===== config.mk =====
export PLATFORM = sky130hd
export DESIGN_NAME = layer_mem_arbiter
export DESIGN_NICKNAME = d
export VERILOG_FILES = /design/src/rtl/conv_pkg.sv /design/src/rtl/layer_mem_arbiter_rr_picker.sv /design/src/rtl/layer_mem_arbiter.sv
export SDC_FILE = /design/constraint.sdc
export NUM_CORES = 1
export LEC_CHECK = 0
export CAP_MARGIN = 5
export CORE_MARGIN = 2
export CORE_UTILIZATION = 30
export DETAILED_ROUTE_END_ITERATION = 8
export PLACE_DENSITY = 0.66
export SYNTH_ARGS = -nofsm -noshare
export SYNTH_HDL_FRONTEND = slang
export SYNTH_SLANG_ARGS = --single-unit

===== constraint.sdc =====
create_clock -name clk -period 3.7 [get_ports clk]
set_clock_uncertainty 0.15 [all_clocks]
set_input_delay 0.74 -clock clk [delete_from_list [all_inputs] [get_ports clk]]
set_output_delay 0.74 -clock clk [all_outputs]
set_load 0.05 [all_outputs]

===== src/rtl/conv_pkg.sv =====
// Shared definitions for the convolution datapath: default memory widths,
// memory-select codes and the layer-memory arbiter state encoding.
package conv_pkg;
   localparam int AW_DEF = 12;
   localparam int DW_DEF = 20;

   localparam logic [2:0] CSEL_NONE = 3'b000;
   localparam logic [2:0] CSEL_L0   = 3'b001;
   localparam logic [2:0] CSEL_L1   = 3'b011;

   typedef enum logic {ARB_IDLE, ARB_OWN} arb_state_t;
endpackage


===== src/rtl/layer_mem_arbiter_rr_picker.sv =====
// Combinational round-robin picker: first set request bit searching upward
// from last+1 (wrapping), returned both one-hot and as an index.
module rr_picker #(
   parameter int NUM_REQ = 3,
   parameter int IW      = $clog2(NUM_REQ)
) (
   input  logic [NUM_REQ-1:0] req,
   input  logic [IW-1:0]      last,
   output logic [NUM_REQ-1:0] win,
   output logic [IW-1:0]      win_idx
);
   logic [IW-1:0] cand;
   logic          found;

   // last itself is tried last, so a re-requesting previous owner yields to others
   always_comb begin
      win     = '0;
      win_idx = '0;
      found   = 1'b0;
      cand    = '0;
      for (int i = 1; i <= NUM_REQ; i++) begin
         cand = IW'((int'(last) + i) % NUM_REQ);
         if (!found && req[cand]) begin
            found     = 1'b1;
            win[cand] = 1'b1;
            win_idx   = cand;
         end
      end
   end
endmodule


===== src/rtl/layer_mem_arbiter.sv =====
// Round-robin owner arbitration for the single layer-memory port, with read
// returns routed to the issuer. LAYER_MEM_ARB_TIMEOUT_EN adds a forced release.
module layer_mem_arbiter
   import conv_pkg::*;
#(
   parameter int NUM_REQ  = 3,
   parameter int AW       = AW_DEF,
   parameter int DW       = DW_DEF,
   parameter int HOLD_MAX = 4096
) (
   input  logic                  clk,
   input  logic                  reset,
   input  logic [NUM_REQ-1:0]    req,
   input  logic [NUM_REQ-1:0]    req_wr,
   input  logic [NUM_REQ-1:0]    req_rd,
   input  logic [NUM_REQ*AW-1:0] req_waddr,
   input  logic [NUM_REQ*AW-1:0] req_raddr,
   input  logic [NUM_REQ*DW-1:0] req_wdata,
   input  logic [NUM_REQ*3-1:0]  req_sel,
   output logic [NUM_REQ-1:0]    gnt,
   output logic [NUM_REQ-1:0]    rvalid,
   output logic [DW-1:0]         rdata,
   output logic                  cwr,
   output logic                  crd,
   output logic [AW-1:0]         caddr_wr,
   output logic [AW-1:0]         caddr_rd,
   output logic [DW-1:0]         cdata_wr,
   output logic [2:0]            csel,
   input  logic [DW-1:0]         cdata_rd,
   output logic                  busy,
   output logic                  hold_err
);
   localparam int IW = $clog2(NUM_REQ);

   arb_state_t          state;
   logic [IW-1:0]       owner, last_owner, pick_last, win_idx;
   logic [NUM_REQ-1:0]  win, pick_req;
   logic                own_req, own_wr, own_rd, fwd, rel, force_rel;
   logic [1:0]          rd_vld;
   logic [1:0][IW-1:0]  rd_id;

   logic [AW-1:0] waddr_a [NUM_REQ];
   logic [AW-1:0] raddr_a [NUM_REQ];
   logic [DW-1:0] wdata_a [NUM_REQ];
   logic [2:0]    sel_a   [NUM_REQ];

   for (genvar g = 0; g < NUM_REQ; g++) begin : g_lane
      assign waddr_a[g] = req_waddr[g*AW +: AW];
      assign raddr_a[g] = req_raddr[g*AW +: AW];
      assign wdata_a[g] = req_wdata[g*DW +: DW];
      assign sel_a[g]   = req_sel[g*3 +: 3];
   end

   assign own_req = req[owner];
   assign own_wr  = req_wr[owner];
   assign own_rd  = req_rd[owner];
   assign fwd     = (state == ARB_OWN) && own_req;
   assign rel     = (state == ARB_OWN) && (!own_req || force_rel);

   // One picker serves both IDLE arbitration and handover: while owning, the
   // search starts after the current owner, which is masked out.
   assign pick_last = (state == ARB_OWN) ? owner : last_owner;
   assign pick_req  = req & ~gnt;

   rr_picker #(.NUM_REQ(NUM_REQ), .IW(IW)) u_pick (
      .req     (pick_req),
      .last    (pick_last),
      .win     (win),
      .win_idx (win_idx)
   );

   always_ff @(posedge clk or negedge reset) begin
      if (!reset) begin
         state      <= ARB_IDLE;
         gnt        <= '0;
         busy       <= 1'b0;
         owner      <= '0;
         last_owner <= IW'(NUM_REQ - 1);
         cwr        <= 1'b0;
         crd        <= 1'b0;
         caddr_wr   <= '0;
         caddr_rd   <= '0;
         cdata_wr   <= '0;
         csel       <= CSEL_NONE;
      end else begin
         cwr  <= fwd & own_wr;
         crd  <= fwd & own_rd;
         csel <= (fwd && (own_wr || own_rd)) ? sel_a[owner] : CSEL_NONE;
         if (fwd) begin
            caddr_wr <= waddr_a[owner];
            caddr_rd <= raddr_a[owner];
            cdata_wr <= wdata_a[owner];
         end
         if (state == ARB_IDLE) begin
            if (|req) begin
               gnt   <= win;
               busy  <= 1'b1;
               owner <= win_idx;
               state <= ARB_OWN;
            end
         end else if (rel) begin
            last_owner <= owner;
            if (|pick_req) begin
               gnt   <= win;
               owner <= win_idx;
            end else begin
               gnt   <= '0;
               busy  <= 1'b0;
               state <= ARB_IDLE;
            end
         end
      end
   end

   // Issuer id travels with the read so returns survive ownership changes.
   always_ff @(posedge clk or negedge reset) begin
      if (!reset) begin
         rd_vld <= '0;
         rd_id  <= '0;
         rdata  <= '0;
      end else begin
         rd_vld <= {rd_vld[0], fwd & own_rd};
         rd_id  <= {rd_id[0], owner};
         if (rd_vld[0]) rdata <= cdata_rd;
      end
   end

   always_comb begin
      rvalid = '0;
      rvalid[rd_id[1]] = rd_vld[1];
   end

`ifdef LAYER_MEM_ARB_TIMEOUT_EN
   localparam int CW = $clog2(HOLD_MAX + 1);
   logic [CW-1:0] hold_cnt;

   // hold_cnt is the number of cycles the current grant has been visible
   assign force_rel = (state == ARB_OWN) && own_req &&
                      (hold_cnt >= CW'(HOLD_MAX)) && (|pick_req);

   always_ff @(posedge clk or negedge reset) begin
      if (!reset) begin
         hold_cnt <= '0;
         hold_err <= 1'b0;
      end else begin
         hold_err <= force_rel;
         if (state == ARB_IDLE)
            hold_cnt <= (|req) ? CW'(1) : '0;
         else if (rel)
            hold_cnt <= (|pick_req) ? CW'(1) : '0;
         else if (hold_cnt < CW'(HOLD_MAX))
            hold_cnt <= hold_cnt + CW'(1);
      end
   end
`else
   localparam int hold_max_unused = HOLD_MAX;
   assign force_rel = 1'b0;
   assign hold_err  = 1'b0;
`endif
endmodule


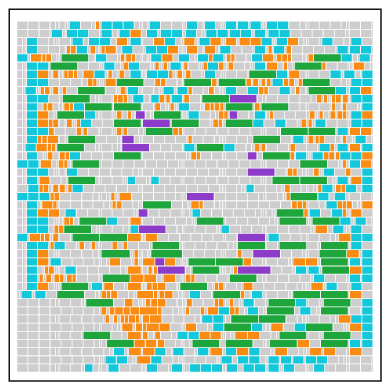
Fig. 1. Cells coloured by class (run 1).
Scale: 3 px per um. Fill, decap, tap and diode cells in grey.
legend:
  green:
    class: registers
    cells: 83
    share_of_their_area: 30%
  cyan:
    class: remaining buffers and delay cells
    cells: 254
    share_of_their_area: 36%
  purple:
    class: clock drivers and dummy loads
    cells: 16
    share_of_their_area: 4.4%
  orange:
    class: remaining logic cells
    cells: 329
    share_of_their_area: 30%
Core Footprint: 0.01388 mm^2
flop share of the area: 28.91%
design area: 0.007207 mm^2
row cnt: 43
final core utilization: 51.92%

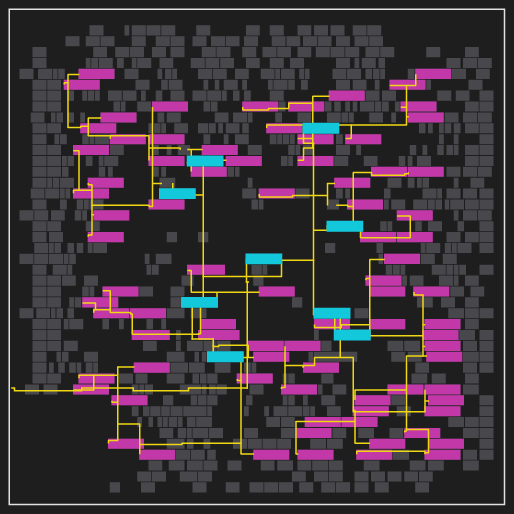
Fig. 2. Routed clock nets over the placement (run 1).
Scale: 4 px per um.
legend:
  magenta:
    item: flip-flops
    count: 83
  cyan:
    item: clock-net drivers
    count: 9
  yellow:
    item: clock wires
    length: 1080 um
routed clock nets: 10
flops lie: widely spread
Clk pwr share: 14.0%
clk_lat worst skew: 0.33 ns
Clk. pwr: 0.919 mW

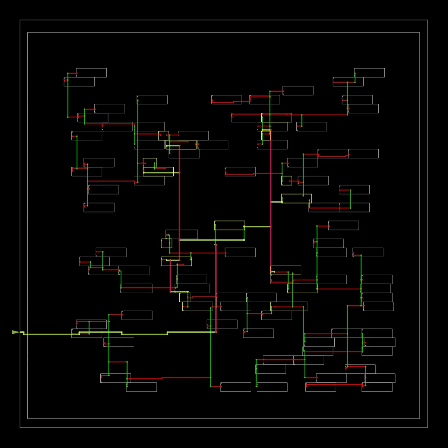
Fig. 3. Clock routing (run 1).
Flops: 83
CTS Buf Count: 9
final-layout clock buffer total: 9
CTS Sinks: 83

==> results.yml, run 1 <==
# yosys + openroad results
status:
  status: "completed"
place:
  dpl.hpwl_um: 10220
global_routing:
  grt_use_met3_pct: 4.843
  grt_usage_pct: 16.42
  grt_max_degree: 84
synthesis:
  synth.most_common_cell: "dfrtp_1"
  synth_flops: 83
  synth_stat.cells: 443
  mux_share_pct: 18.69
  synth_seq_share_pct: 48.58
  synth_warnings: 0
  syn_avg_cell_area_um2: 9.657
final_timing:
  fin_crit_ns: 2.815
  fin_hold_ws_ns: 0.2004
  worst_pin_slew_ns: 1.038
  slew_viol_final: 0
power_and_ir_drop:
  ir_drop_mv: 0.3196
  totalPowerFinal_mw: 6.560
  pg_seq_mw: 1.60
  seqPwrFrac_pct: 24.4
  pwr-share-comb_pct: 61.6
clock_tree:
  ctsResizeCount: 0
  cts_setup_buffers: 0
critical_path:
  rr_endpoint: "owner[1]"
  slowest_delay_ns: 0.62
finish:
  n_fill_cell: 1271
## Run 2: what changed since run 1
==> constraint.sdc (replaced) <==
create_clock -name clk -period 2.7 [get_ports clk]
set_clock_uncertainty 0.15 [all_clocks]
set_input_delay 0.54 -clock clk [delete_from_list [all_inputs] [get_ports clk]]
set_output_delay 0.54 -clock clk [all_outputs]
set_load 0.05 [all_outputs]
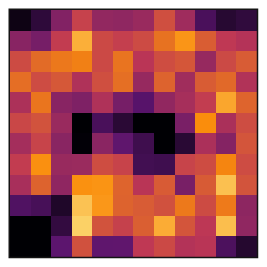
Fig. 4. Placement density heat map (run 2).
Scale: 2 px per um. 12 x 12 tiles, from black (low) to pale yellow (high), 0 to 100% covered.
fullest tile: 90%
nearly empty tiles: 6.2%
emptiest ninth of the die: centre
tiles over 75% full: 9.0%
mean over tiles: 46%

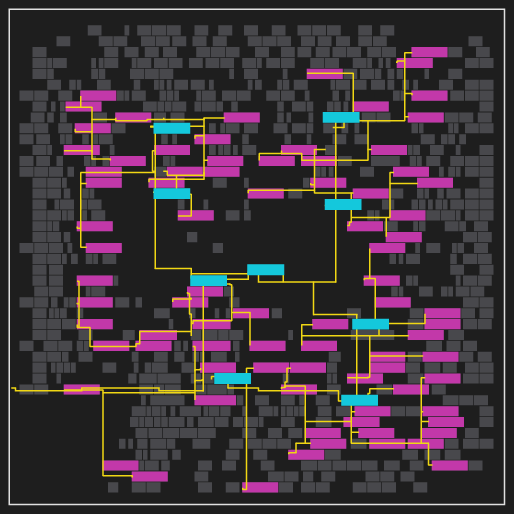
Fig. 5. Routed clock nets over the placement (run 2).
Scale: 4 px per um.
legend:
  cyan:
    item: clock-net drivers
    count: 9
  magenta:
    item: flip-flops
    count: 83
  yellow:
    item: clock wires
    length: 1130 um
routed clock nets: 10
flops lie: widely spread

==> run 2 against run 1 <==
Compared with the run above:
- the run now ends with negative hold slack left
- critical path depth down 6
- register-to-register slack worse by 0.64 ns
- synthesized area unchanged
- flip-flop count unchanged
- synthesized cell count unchanged
- power up 38%
- hold slack worse by 0.20 ns
- critical endpoint is now rvalid[0]
- highest routed layer unchanged
==> results.yml, run 2 <==
# yosys + openroad results
status:
  status: "finished with violations"
  violations: "negative hold slack"
global_routing:
  grt_usage_pct: 16.77
  grt_max_degree: 56
  grt_use_met3_pct: 4.797
synthesis:
  mux_share_pct: 18.69
  synth_warnings: 0
  synth_seq_share_pct: 48.58
  synth_flops: 83
  synth_stat.cells: 443
  synth.most_common_cell: "dfrtp_1"
  ys_chip_area_mm2: 0.004278
  syn_avg_cell_area_um2: 9.657
finish:
  layout.area.seq_mm2: 0.002085
  flops: 83
  bufAreaShareNonClock_pct: 35.09
  nClkBuffers: 9
  post-route-util_pct: 52.15
  sh_seq_area_pct: 28.80
critical_path:
  crit_buf_inv: 1
  rr_worst_depth: 8
  slowest_delay_ns: 0.85
  rr_endpoint: "gnt[0]"
power_and_ir_drop:
  ir_drop_mv: 0.4270
  clk-power_mw: 1.26
  pwr-share-comb_pct: 62.1
  pwr-share-clk_pct: 13.9
  totalPowerFinal_mw: 9.030
  seqPwrFrac_pct: 24.0
  p_int_mw: 4.639
clock_tree:
  clock-sinks: 83
  ctsResizeCount: 0
  cts_buffers: 9
  clock_latency_ns: 0.34
  cts_setup_buffers: 0
final_timing:
  timing_hold_violations_final: 2
  worst_pin_slew_ns: 0.8247
  slew_viol_final: 0
  fin_crit_ns: 2.467
  slew_headroom_pct: 45.02
  fin_hold_ws_ns: -0.004086
place:
  placed_area_mm2: 0.006915
  dpl.hpwl_um: 10240
die:
  rows: 43
  n_tap_cell: 180
detailed_routing:
  first_iter_violations: 187
## Run 3: what changed since run 2
==> constraint.sdc (replaced) <==
create_clock -name clk -period 3.1 [get_ports clk]
set_clock_uncertainty 0.15 [all_clocks]
set_input_delay 0.62 -clock clk [delete_from_list [all_inputs] [get_ports clk]]
set_output_delay 0.62 -clock clk [all_outputs]
set_load 0.05 [all_outputs]
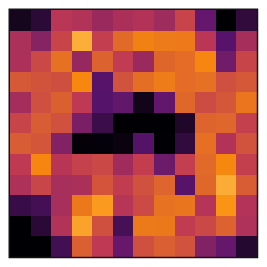
Fig. 6. Placement density heat map (run 3).
Scale: 2 px per um. 12 x 12 tiles, from black (low) to pale yellow (high), 0 to 100% covered.
emptiest ninth of the die: centre
nearly empty tiles: 6.9%
mean over tiles: 46%
tiles over 75% full: 3.5%
fullest tile: 83%

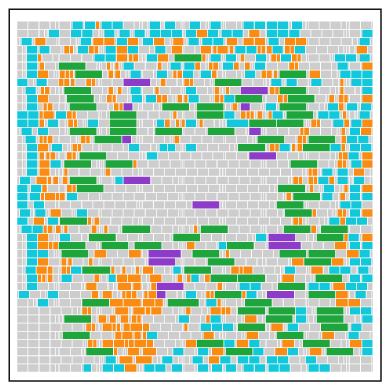
Fig. 7. Cells coloured by class (run 3).
Scale: 3 px per um. Fill, decap, tap and diode cells in grey.
legend:
  cyan:
    class: remaining buffers and delay cells
    cells: 256
    share_of_their_area: 36%
  green:
    class: registers
    cells: 83
    share_of_their_area: 30%
  purple:
    class: clock drivers and dummy loads
    cells: 16
    share_of_their_area: 4.7%
  orange:
    class: remaining logic cells
    cells: 329
    share_of_their_area: 29%
final core utilization: 52.28%
flop share of the area: 28.71%
design area: 0.007257 mm^2

==> run 3 against run 2 <==
Compared with the run above:
- the flow now finishes without violations
- global-route usage shrank 0.10 points
- cell count grew 0.12%
- sequential share of layout area shrank 0.092 points
- synthesized area did not move
- critical path type is now reg -> reg
- highest routed layer unchanged
==> results.yml, run 3 <==
# yosys + openroad results
power_and_ir_drop:
  p_int_mw: 4.109
  ir_drop_mv: 0.4273
  totalPowerFinal_mw: 7.915
  clk-power_mw: 1.17
  pwr-share-comb_pct: 61.3
  seqPwrFrac_pct: 23.9
final_timing:
  fin_hold_ws_ns: 0.1056
  worst_pin_slew_ns: 0.6026
  slew_viol_final: 0
  fin_crit_ns: 2.698
  slew_headroom_pct: 59.83
  timing_hold_violations_final: 0
clock_tree:
  clock_latency_ns: 0.33
  ctsResizeCount: 0
  cts_setup_buffers: 0
  cts_buffers: 9
  clock-sinks: 83
finish:
  flops: 83
  layout.area.seq_mm2: 0.002083
  bufAreaShareNonClock_pct: 35.14
  nClkBuffers: 9
  logic_gate_count: 325
synthesis:
  mux_share_pct: 18.69
  syn_avg_cell_area_um2: 9.657
  synth_seq_share_pct: 48.58
  synth.most_common_cell: "dfrtp_1"
  synth_top_cell_by_area: "dfrtp_1"
  synth_stat.cells: 443
  synth_flops: 83
  ys_chip_area_mm2: 0.004278
  synth_warnings: 0
global_routing:
  grt_pass1_vias: 4055
  grt_use_met3_pct: 4.197
  grt_max_degree: 55
die:
  rows: 43
place:
  placed_area_mm2: 0.006925
  dpl.hpwl_um: 10390
  port_buffers: 247
status:
  status: "completed"
detailed_routing:
  wl_met2_um: 6730
  first_iter_violations: 142
critical_path:
  rr_endpoint: "owner[1]"
  rr_worst_depth: 8
Power is estimated from default activity; no workload was simulated.
